==> src/rtl/fetch_pkg.sv <==
// fetch_pkg: shared definitions for the instruction fetch stage.
//   fetch_state_t : fetch sequencer states (BOOT, RUN, MEM_WAIT)
//   NOP_INSTR     : encoding loaded into IF/ID for an empty slot
//   INSTR_BYTES   : PC increment per sequential instruction
//   align_word    : clears the byte-offset bits of an address
package fetch_pkg;

  typedef enum logic [1:0] {
    BOOT     = 2'd0,
    RUN      = 2'd1,
    MEM_WAIT = 2'd2
  } fetch_state_t;

  localparam logic [31:0] NOP_INSTR   = 32'h0000_0000;
  localparam logic [31:0] INSTR_BYTES = 32'd4;

  function automatic logic [31:0] align_word(input logic [31:0] addr);
    return addr & ~32'h0000_0003;
  endfunction

endpackage

==> src/rtl/if_id_reg.sv <==
// if_id_reg: IF/ID pipeline register between fetch and decode.
//   clk, rst_n              : clock, asynchronous active-low reset
//   load                    : capture the next_* inputs this edge
//   flush                   : nullify the slot; wins over load and over hold
//   next_instr/pc/valid     : candidate contents from the fetch stage
//   instr, pc, valid        : registered slot seen by decode
// A slot whose valid bit is 0 always carries NOP_INSTR, so decode never
// sees stale or undefined instruction bits.
module if_id_reg
  import fetch_pkg::*;
#(
  parameter int DATA_W = 32
) (
  input  logic              clk,
  input  logic              rst_n,
  input  logic              load,
  input  logic              flush,
  input  logic [DATA_W-1:0] next_instr,
  input  logic [DATA_W-1:0] next_pc,
  input  logic              next_valid,
  output logic [DATA_W-1:0] instr,
  output logic [DATA_W-1:0] pc,
  output logic              valid
);

  localparam logic [DATA_W-1:0] NOP_W = DATA_W'(NOP_INSTR);

  always_ff @(posedge clk or negedge rst_n) begin
    if (!rst_n) begin
      instr <= NOP_W;
      pc    <= '0;
      valid <= 1'b0;
    end else if (flush) begin
      // PC field is left alone: with valid=0 it carries no meaning.
      instr <= NOP_W;
      valid <= 1'b0;
    end else if (load) begin
      instr <= next_valid ? next_instr : NOP_W;
      pc    <= next_pc;
      valid <= next_valid;
    end
  end

endmodule

==> src/rtl/fetch_stage.sv <==
// fetch_stage: instruction fetch with PA-RISC style delayed branching.
//   RESET_PC    : PC loaded on reset (nPC = RESET_PC + 4)
//   clk, rst_n  : clock, asynchronous active-low reset
//   IMEM_ADDR   : instruction memory byte address (= PC)
//   IMEM_REQ    : fetch request, high in RUN and MEM_WAIT
//   IMEM_DATA   : fetched instruction word
//   IMEM_VALID  : IMEM_DATA is valid for IMEM_ADDR
//   LE          : PC and IF/ID load enable from hazard unit (0 = stall)
//   BT, TA      : branch taken and target from execute (TA[1:0] ignored)
//   FLUSH       : nullify the IF/ID slot
//   IF_ID_*     : registered instruction, its PC, and its valid flag
// The instruction at nPC always issues after a branch (delay slot), so a
// taken branch only redirects nPC. A branch arriving while the fetch cannot
// advance is parked in a pending-target register until the next advance.
module fetch_stage
  import fetch_pkg::*;
#(
  parameter logic [31:0] RESET_PC = 32'h0000_0000
) (
  input  logic        clk,
  input  logic        rst_n,
  output logic [31:0] IMEM_ADDR,
  output logic        IMEM_REQ,
  input  logic [31:0] IMEM_DATA,
  input  logic        IMEM_VALID,
  input  logic        LE,
  input  logic        BT,
  input  logic [31:0] TA,
  input  logic        FLUSH,
  output logic [31:0] IF_ID_INSTR,
  output logic [31:0] IF_ID_PC,
  output logic        IF_ID_VALID
);

  fetch_state_t state, state_next;
  logic [31:0]  pc, npc;
  logic         pend;
  logic [31:0]  pend_target;

  logic         active;
  logic         advance;
  logic [31:0]  bt_target;
  logic         br_taken;
  logic [31:0]  br_target;
  logic         slot_load;

  assign active    = (state == RUN) || (state == MEM_WAIT);
  assign advance   = active && IMEM_VALID && LE;
  assign bt_target = align_word(TA);

  // A branch reported on the advancing edge is newer than anything pending.
  assign br_taken  = BT || pend;
  assign br_target = BT ? bt_target : pend_target;

  assign IMEM_ADDR = pc;

  // IF/ID is written whenever the stage is running and not stalled; a
  // missing memory response loads a bubble rather than holding old data.
  assign slot_load = active && LE;

  always_ff @(posedge clk or negedge rst_n) begin
    if (!rst_n) begin
      state <= BOOT;
    end else begin
      state <= state_next;
    end
  end

  always_comb begin
    state_next = state;
    IMEM_REQ   = 1'b0;
    case (state)
      BOOT: begin
        state_next = RUN;
      end
      RUN: begin
        IMEM_REQ = 1'b1;
        if (LE && !IMEM_VALID) state_next = MEM_WAIT;
      end
      MEM_WAIT: begin
        IMEM_REQ = 1'b1;
        if (advance) state_next = RUN;
      end
      default: begin
        state_next = BOOT;
      end
    endcase
  end

  // ---- PC / nPC / pending branch ----
  always_ff @(posedge clk or negedge rst_n) begin
    if (!rst_n) begin
      pc          <= RESET_PC;
      npc         <= RESET_PC + INSTR_BYTES;
      pend        <= 1'b0;
      pend_target <= '0;
    end else if (advance) begin
      pc   <= npc;
      npc  <= br_taken ? br_target : npc + INSTR_BYTES;
      pend <= 1'b0;
    end else if (BT) begin
      pend        <= 1'b1;
      pend_target <= bt_target;
    end
  end

  // ---- IF/ID boundary ----
  if_id_reg #(
    .DATA_W (32)
  ) u_if_id (
    .clk        (clk),
    .rst_n      (rst_n),
    .load       (slot_load),
    .flush      (FLUSH),
    .next_instr (IMEM_DATA),
    .next_pc    (pc),
    .next_valid (IMEM_VALID),
    .instr      (IF_ID_INSTR),
    .pc         (IF_ID_PC),
    .valid      (IF_ID_VALID)
  );

endmodule

==> config.mk <==
export PLATFORM = sky130hd
export DESIGN_NAME = fetch_stage
export DESIGN_NICKNAME = d
export VERILOG_FILES = /design/src/rtl/fetch_pkg.sv /design/src/rtl/if_id_reg.sv /design/src/rtl/fetch_stage.sv
export SDC_FILE = /design/constraint.sdc
export NUM_CORES = 1
export LEC_CHECK = 0
export CORE_AREA = 2 2 173 175
export DETAILED_ROUTE_END_ITERATION = 7
export DIE_AREA = 0 0 175 177
export PLACE_DENSITY = 0.5
export SYNTH_ARGS = -nofsm -noshare
export SYNTH_HDL_FRONTEND = slang
export SYNTH_SLANG_ARGS = --single-unit
==> constraint.sdc <==
create_clock -name clk -period 3.31 [get_ports clk]
set_clock_uncertainty 0.2 [all_clocks]
set_input_delay 0.662 -clock clk [delete_from_list [all_inputs] [get_ports clk]]
set_output_delay 0.662 -clock clk [all_outputs]
set_load 0.03 [all_outputs]
==> run_1/wire_density.png <==
(1.5 px per µm) 35 x 35 tiles, from dark purple (low) to yellow (high), scaled to the fullest tile. Values are wire area over tile area, all layers added.
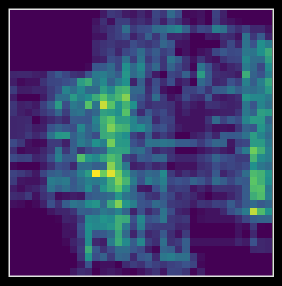
tiles over half the peak = 8.5%
densest ninth of the die = centre
nearly empty tiles = 21%
mean over tiles = 0.10
final wirelength: 20200 µm
gr usage total: 13.4%
routed len/inst: 16.4 µm
vias: 5612

==> run_1/metal_stack.png <==
(2 px per µm) Only two layers are drawn.
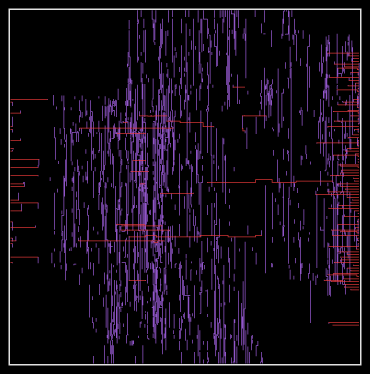
purple -> met2  # wire length 8630 µm
red -> met3  # wire length 1170 µm

==> impl_metrics.csv, run 1 <==
group,metric,value,unit
power,p_int,0.00547,W
finish,final_util,34.1,%
power,powerSeq,0.00334,W
power,largestPowerGroup,"combinational logic",
status,status,"finished, final reports clean",
clocking,clock_path_buffers,2,
placement,hpwl,14200,µm
finish,comb_area,2910,µm²
hold_path,hold_class,"in -> async",
synthesis,ys_cells,673,
floorplanning,coreArea,29200,µm²
grt,busiest_layer,"met1",
flow_run,warning_count,31,
worst_setup_path,crit_buf_inv,2,
routing,first_iter_violations,320,
worst_setup_path,worstPathMaxFanout,5,
floorplanning,die.size.y,177,µm
synthesis,top_cells_by_area,"dfrtp_1 57%, mux2_2 9.1%, nand2_1 6.7%",
timing,period_minus_slack,2.94,ns
clocking,insertion_delay,0.42,ns
placement,place_congestion,0.830,
clocking,post-cts-setup-buffer-count,0,
synthesis,avgSynthCellArea,10.7,µm²
grt,antenna_found_initial,0,
timing,report.final.slew_viol_count,0,
synthesis,xor_area_share,0,%
==> run_1/final_placement.png <==
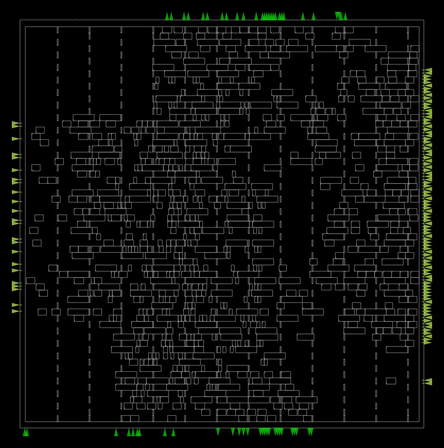
number of cell rows: 63
tap cell count: 390
Finished Layout Cells: 1235
Seq Cell Count: 164
# fillers: 2969

run 1: layout make-up:
cell class / instances / share of cell area (%)
sequential: 164 / 41.1
multi-input combinational: 458 / 29.1
timing repair buffer: 181 / 18.3
tap: 390 / 4.89
clock buffer: 17 / 4.26
clock inverter: 15 / 1.94
inverter: 10 / 0.376
run 1: state kept, by name, summed over array words and instances (netlist names):
register	flops
IMEM_ADDR	32
pend	1
u_if_id.valid	1
u_if_id.instr	32
npc	32
state	2
u_if_id.pc	32
pend_target	32
run 1: per-stage QoR:
stage | hold slack, ns | setup WS (ns)
final | 0.0457 | 0.370
after CTS | 0.0774 | 0.312
after global routing | 0.0924 | 0.236
after floorplan | 0.166 | 0.984
after detailed placement | 0.256 | 0.405
after global placement | 0.252 | 0.414
==> run_1/gate_families.png <==
(2 px per µm)
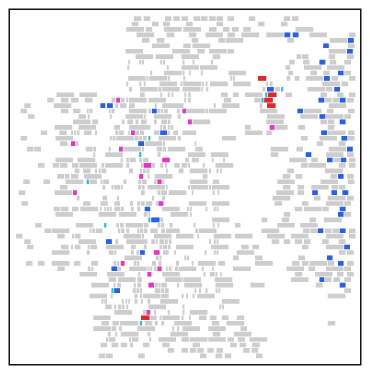

==> inputs of run 2 (changes only) <==
Clock period 3.31 ns to 3.7 ns, I/O delays scaled along.
==> run_2/gate_families.png <==
(2 px per µm)
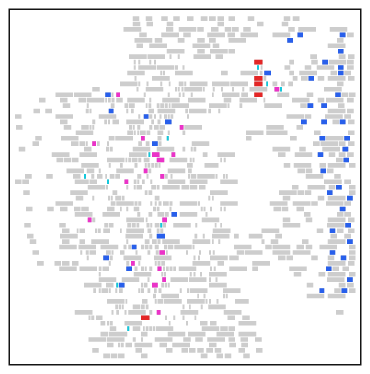
blue -> AND-OR and OR-AND gates  # cells 45
red -> adder and majority cells  # cells 5
magenta -> AND and OR gates  # cells 19
cyan -> inverters  # cells 10
Comb/total area: 29.4%
most numerous logic cell after layout: clkdlybuf4s50_1

==> run 2 against run 1 <==
Die size is the same; non-clock buffer count is the same; count of clock-buffer cells in the layout grew 7; core utilization shrank 0.26 points; largest power group unchanged; register-to-register slack gained 0.40 ns; clock power shrank about 20%; power shrank 13%; first-iteration DRC count shrank 1.6%; highest routed layer unchanged; synthesized area is the same; flip-flop count is the same.
==> impl_metrics.csv, run 2 <==
group,metric,value,unit
timing,period_minus_slack,3.01,ns
worst_setup_path,crit_start,"state[0]$_DFFE_PN0P_",
synthesis,syn_inst,673,
routing,vias,5638,
finish,nFillCells,3000,
synthesis,top_cells_by_area,"dfrtp_1 57%, mux2_2 9.1%, nand2_1 6.7%",
worst_setup_path,crit_buf_inv,2,
placement,port_buffers,165,
power,p_sw_share,39.5,%
placement,pre_cts_slack,0.651,ns
flow_run,warning_count,31,
clocking,insertion_delay,0.43,ns
grt,track_usage,13.4,%
routing,wl_per_cell,16.2,µm
worst_setup_path,worstPathMaxFanout,5,
status,status,"finished, final reports clean",
routing,first_iter_violations,315,
floorplanning,rows,63,
synthesis,ys_cells,673,
synthesis,avgSynthCellArea,10.7,µm²
floorplanning,coreArea,29200,µm²
timing,setup_slack,0.687,ns
finish,fin_cells,1235,
timing,report.final.slew_viol_count,0,
clocking,clock_path_buffers,2,
power,largestPowerGroup,"combinational logic",
power,p_int,0.00476,W
worst_setup_path,rr_worst_depth,6,
grt,antenna_found_initial,0,
power,powerSeq,0.00299,W
routing,routed_wl,20000,µm
power,peakVddDrop,0.381,mV
placement,hpwl,14300,µm
synthesis,xor_area_share,0,%
timing,holdWs,0.140,ns
finish,final_util,33.9,%
finish,comb_area,2910,µm²
## run 2: worst reg2reg max path, cell delays in order, from the launching register on
cell     delay, ns
dfstp_2       0.56
ha_1          0.25
nand4_1       0.21
nor3_1        0.42
nand3_1       0.24
o32ai_1       0.31
a21oi_1       0.10
## run 2: per-layer routing
layer  vias to the layer above  GRT usage [%]  wire length (µm)
li1                       2722              -                 -
met1                      2688           19.2              9900
met2                       207           19.4              8480
met3                        21           3.07              1230
met4                         0           5.07               339
met5                         -              0                 0
## run 2: cell type report
type / count / share of cell area (%)
multi-input cells: 458 / 29.4
well taps: 390 / 4.93
repair buffers: 181 / 18.4
inverters: 10 / 0.379
clock buffers: 24 / 4.66
flip-flops and latches: 164 / 41.4
clock inverters: 8 / 0.821
Power and IR drop assume default switching activity.
